**Signal wires on met1**

The bar under the picture is 100 microns long. Supply wires on this layer in gray.
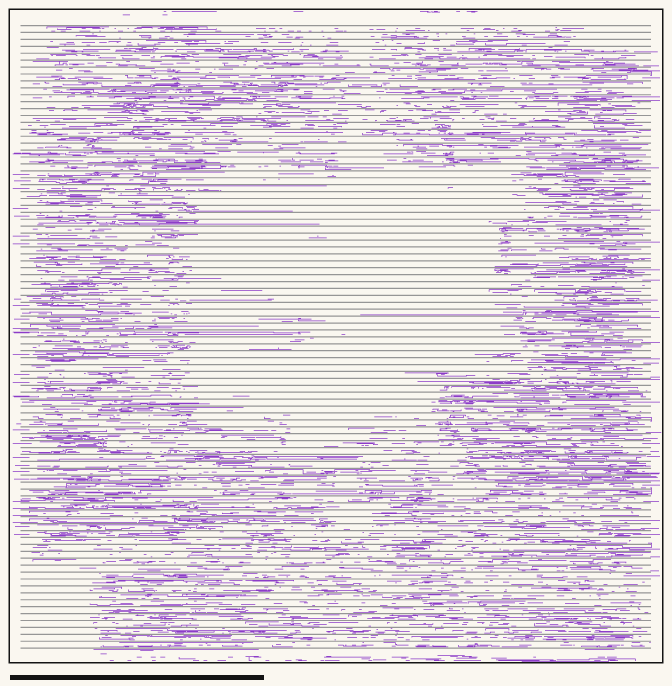
**Signal wires on met2**

Cells faint in the background.
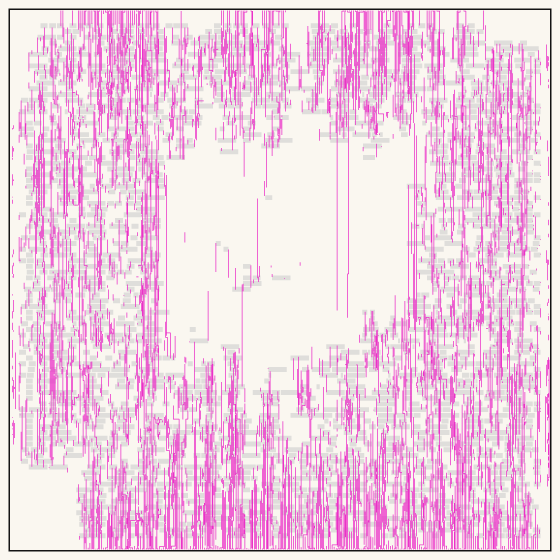
$ cat src/rtl/midori_sbox_sched.sv
// Byte-serial scheduler for one shared, 3-share masked Midori S-box pair over a 64-bit state.
// Optional build macro: BUBBLE_ZERO_EN (zero sb_in*/sb_r on non-issue cycles instead of holding).
module midori_sbox_sched #(
  parameter int unsigned LATENCY = 3,
  parameter int unsigned NBYTE   = 8
) (
  input  logic               clk,
  input  logic               rst,
  input  logic               start,
  input  logic [8*NBYTE-1:0] state_in1,
  input  logic [8*NBYTE-1:0] state_in2,
  input  logic [8*NBYTE-1:0] state_in3,
  output logic               busy,
  output logic               done,
  output logic [8*NBYTE-1:0] state_out1,
  output logic [8*NBYTE-1:0] state_out2,
  output logic [8*NBYTE-1:0] state_out3,
  input  logic [89:0]        rnd_data,
  input  logic               rnd_valid,
  output logic               rnd_ready,
  output logic [7:0]         sb_in1,
  output logic [7:0]         sb_in2,
  output logic [7:0]         sb_in3,
  output logic [89:0]        sb_r,
  input  logic [7:0]         sb_out1,
  input  logic [7:0]         sb_out2,
  input  logic [7:0]         sb_out3
);

  localparam int unsigned IW = (NBYTE > 1) ? $clog2(NBYTE) : 1;

  typedef enum logic [1:0] {
    st_idle,
    st_feed,
    st_drain,
    st_done
  } state_t;

  state_t                        state_q, state_d;
  logic   [IW-1:0]               idx_q;
  logic   [8*NBYTE-1:0]          sh1_q, sh2_q, sh3_q;
  logic   [LATENCY-1:0]          tag_v_q;
  logic   [LATENCY-1:0][IW-1:0]  tag_idx_q;
  logic                          issue;
  logic                          pending;

  assign issue     = (state_q == st_feed) && rnd_valid;
  assign rnd_ready = (state_q == st_feed);
  assign busy      = (state_q == st_feed) || (state_q == st_drain);
  assign done      = (state_q == st_done);

  // The registered sb_in*/sb_r stage is the first of the LATENCY pipeline stages, so a tag
  // leaving the last stage lines up with the matching sb_out* word.
  always_comb begin
    pending = 1'b0;
    for (int k = 0; k < int'(LATENCY) - 1; k++) begin
      pending = pending | tag_v_q[k];
    end
  end

  always_comb begin
    state_d = state_q;
    unique case (state_q)
      st_idle:  if (start) state_d = st_feed;
      st_feed:  if (rnd_valid && (idx_q == IW'(NBYTE - 1))) state_d = st_drain;
      st_drain: if (!pending) state_d = st_done;
      st_done:  state_d = st_idle;
      default:  state_d = st_idle;
    endcase
  end

  always_ff @(posedge clk or posedge rst) begin
    if (rst) begin
      state_q    <= st_idle;
      idx_q      <= '0;
      sh1_q      <= '0;
      sh2_q      <= '0;
      sh3_q      <= '0;
      tag_v_q    <= '0;
      tag_idx_q  <= '0;
      sb_in1     <= '0;
      sb_in2     <= '0;
      sb_in3     <= '0;
      sb_r       <= '0;
      state_out1 <= '0;
      state_out2 <= '0;
      state_out3 <= '0;
    end else begin
      state_q <= state_d;

      if ((state_q == st_idle) && start) begin
        idx_q <= '0;
        sh1_q <= state_in1;
        sh2_q <= state_in2;
        sh3_q <= state_in3;
      end else if (issue) begin
        idx_q <= idx_q + 1'b1;
      end

      tag_v_q[0]   <= issue;
      tag_idx_q[0] <= idx_q;
      for (int k = 1; k < int'(LATENCY); k++) begin
        tag_v_q[k]   <= tag_v_q[k-1];
        tag_idx_q[k] <= tag_idx_q[k-1];
      end

      if (issue) begin
        sb_in1 <= sh1_q[{idx_q, 3'b000} +: 8];
        sb_in2 <= sh2_q[{idx_q, 3'b000} +: 8];
        sb_in3 <= sh3_q[{idx_q, 3'b000} +: 8];
        sb_r   <= rnd_data;
      end else begin
`ifdef BUBBLE_ZERO_EN
        sb_in1 <= '0;
        sb_in2 <= '0;
        sb_in3 <= '0;
        sb_r   <= '0;
`else
        // Hold so the masked S-box inputs do not toggle on bubbles.
        sb_in1 <= sb_in1;
        sb_in2 <= sb_in2;
        sb_in3 <= sb_in3;
        sb_r   <= sb_r;
`endif
      end

      if (tag_v_q[LATENCY-1]) begin
        state_out1[{tag_idx_q[LATENCY-1], 3'b000} +: 8] <= sb_out1;
        state_out2[{tag_idx_q[LATENCY-1], 3'b000} +: 8] <= sb_out2;
        state_out3[{tag_idx_q[LATENCY-1], 3'b000} +: 8] <= sb_out3;
      end
    end
  end

endmodule
$ cat config.mk
export PLATFORM = sky130hd
export DESIGN_NAME = midori_sbox_sched
export DESIGN_NICKNAME = d
export VERILOG_FILES = /design/src/rtl/midori_sbox_sched.sv
export SDC_FILE = /design/constraint.sdc
export NUM_CORES = 1
export LEC_CHECK = 0
export CAP_MARGIN = 20
export CORE_MARGIN = 4
export CORE_UTILIZATION = 34
export DETAILED_ROUTE_END_ITERATION = 10
export PLACE_DENSITY = 0.63
export SYNTH_ARGS = -nofsm -noshare
export SYNTH_HDL_FRONTEND = slang
export SYNTH_SLANG_ARGS = --single-unit
$ cat constraint.sdc
create_clock -name clk -period 33.6 [get_ports clk]
set_input_delay 10.08 -clock clk [delete_from_list [all_inputs] [get_ports clk]]
set_output_delay 10.08 -clock clk [all_outputs]
set_load 0.005 [all_outputs]
==> deck_impl_summary.md <==
Physical Implementation Snapshot

Timing
  – Fin crit share: 0.364
  – Post-Route Skew: 0.0137 ns
  – RSZ-0062 raised after global routing: false
  – Fmax: 0.0818 GHz

Critical path
  – Crit path from: rst
  – CP required: 34.35 ns
  – Worst-path fanout max: 124
  – Origin of the critical flop-to-flop path: tag_idx_q[6]$_DFF_PP0_
  – Critical Path AT: 12.97 ns

Synthesis
  – Ys flops: 515
  – Mapped Nets: 1686
  – Syn_area_per_cell: 15.3 sq um
  – Distinct cells, synth: 39
  – Largest area contributor in the netlist: dfrtp_1
  – Cell area leaders: dfrtp_1, mux2_2, mux2i_1

Die
  – Io pins: 619
  – Die ar.: 65700 sq um
  – Die H: 256 microns
  – CORE AREA: 60700 sq um

Routing
  – Routed wl met3: 4950 microns
  – Detailed-routed wire length on met2: 30600 microns
  – DR iter-0 viols: 503
  – DR WL/cell: 22.0 microns

Clock tree
  – Post-CTS Setup Inserts: 0
  – CTS tree: built
  – Hold_buf cts: 0
  – Root buffer cell: clkbuf_16

Status
  – Status: finished, final reports clean

Power
  – Peak supply drop: 0.0441 mV
  – Power Dens Cells: 90.5 nW/um^2
  – Combinational share of power: 0.376
  – Power consumption: 2.71 mW

Cells and area
  – Finished Layout Cells: 2818
  – Layout cell share with drive strength beyond 1: 0.315
  – Commonest Layout Cell: clkdlybuf4s50_1

Min path
  – Hold depth: 0
  – Worst min path class: reg2reg

Placed design
  – Post-DP Area: 28000 sq um

Global route
  – GRT Util Overall: 0.183
  – Vias in the first global route: 14700
## Picture notes: 'signal wires on met1'
- wire length on this layer: 24.9 mm
- main direction: horizontal
- share of all routed wire: 40%
- longest straight run: 73.1 microns
Post-Route WL: 61900 microns
routed vias: 13600
grt met1 use: 0.225

## Picture notes: 'signal wires on met2'
- nets with wire on the layer: 2122
- share of all routed wire: 50%
- wire length on this layer: 30.6 mm
- longest straight run: 104 microns
GRT met2 Usage: 0.309

==> cells by family after synthesis <==
group	count (synthesis)	share of synthesized area
flip-flops	515	0.614
AND/OR/NAND/NOR	86	0.0224
adder cells (fa/ha/maj)	9	0.00537
buffers and inverters	98	0.0215
multiplexers	566	0.304
AND-OR/OR-AND	92	0.0319
XOR/XNOR	1	0.000418
==> worst max-delay path, stage by stage <==
cell	delay, ns
clkdlybuf4s50_1	0.49
inv_8	0.59
buf_4	0.87
buf_4	0.40
buf_16	0.32
==> worst paths after layout <==
kind	end	slack (ns)
hold reg to reg	tag_idx_q[3]$_DFF_PP0_	0.35
setup reg to reg	state_out2[8]$_DFFE_PP0P_	30.15
hold / removal	tag_idx_q[3]$_DFF_PP0_	0.35
max in group clk	sh2_q[62]$_DFFE_PP0P_	21.39
min in group asynchronous	sb_r[31]$_DFFE_PP0P_	10.05
setup / recovery	sh3_q[33]$_DFFE_PP0P_	21.37
==> power groups by stage <==
| stage | sequential, mW | clock, mW | combinational [mW] |
|---|---|---|---|
| after floorplan | 1.04 | 0 | 0.531 |
| final | 1.06 | 0.631 | 1.02 |
| after CTS | 1.06 | 0.652 | 1.04 |
| after global placement | 1.06 | 0 | 1.01 |
| after global routing | 1.10 | 0.675 | 1.10 |
| after detailed placement | 1.07 | 0 | 1.03 |
==> stage by stage <==
stage / hold slack [ns] / setup WS, ns / util
3_3_place_gp: 0.335 / 20.12 / 0.461
5_1_grt: 0.364 / 20.98 / 0.494
6_report: 0.349 / 21.37 / 0.494
4_1_cts: 0.353 / 20.73 / 0.492
2_1_floorplan: 0.331 / 9.14 / -
3_5_place_dp: 0.340 / 20.08 / 0.461
==> Yosys cell counts (all sizes together) <==
master / count
o31ai: 31
nand3b: 2
nor4: 1
a21oi: 3
nor2b: 18
mux2: 507
nand2b: 2
mux2i: 59
clkbuf: 49
nor4b: 1
nor3: 3
nor3b: 1
a21boi: 1
o22ai: 24
a22o: 24
nand2: 44
dfrtp: 515
or4: 1
o21ai: 7
and2: 8
o32a: 1
and3: 1
ha: 9
inv: 16
and4bb: 1
xnor2: 1
o21a: 1
nor2: 3
buf: 33
==> sequential cells by signal (all words and copies together), names as in the netlist <==
name,cells
state_q,2
sh1_q,64
state_out3,64
sb_in3,8
state_out1,64
tag_idx_q,9
sb_in2,8
idx_q,3
state_out2,64
sh3_q,64
sh2_q,64
sb_in1,8
sb_r,90
tag_v_q,3
==> layer usage <==
layer  global-route usage  up-vias
met5                    0        -
met4               0.0431       14
met3               0.0654       96
met2                0.309      394
met1                0.225     6945
li1                     -     6136
==> cell type report <==
cell class,instances,area [sq um]
inverter,16,68.8
sequential,515,12900
tap,782,978
fill,5236,30700
clock inverter,17,209
multi-input combinational,754,7670
timing repair buffer,641,6420
antenna,6,15.0
clock buffer,87,1720
Power figures rest on the tool's default switching activity, not on a simulated workload.
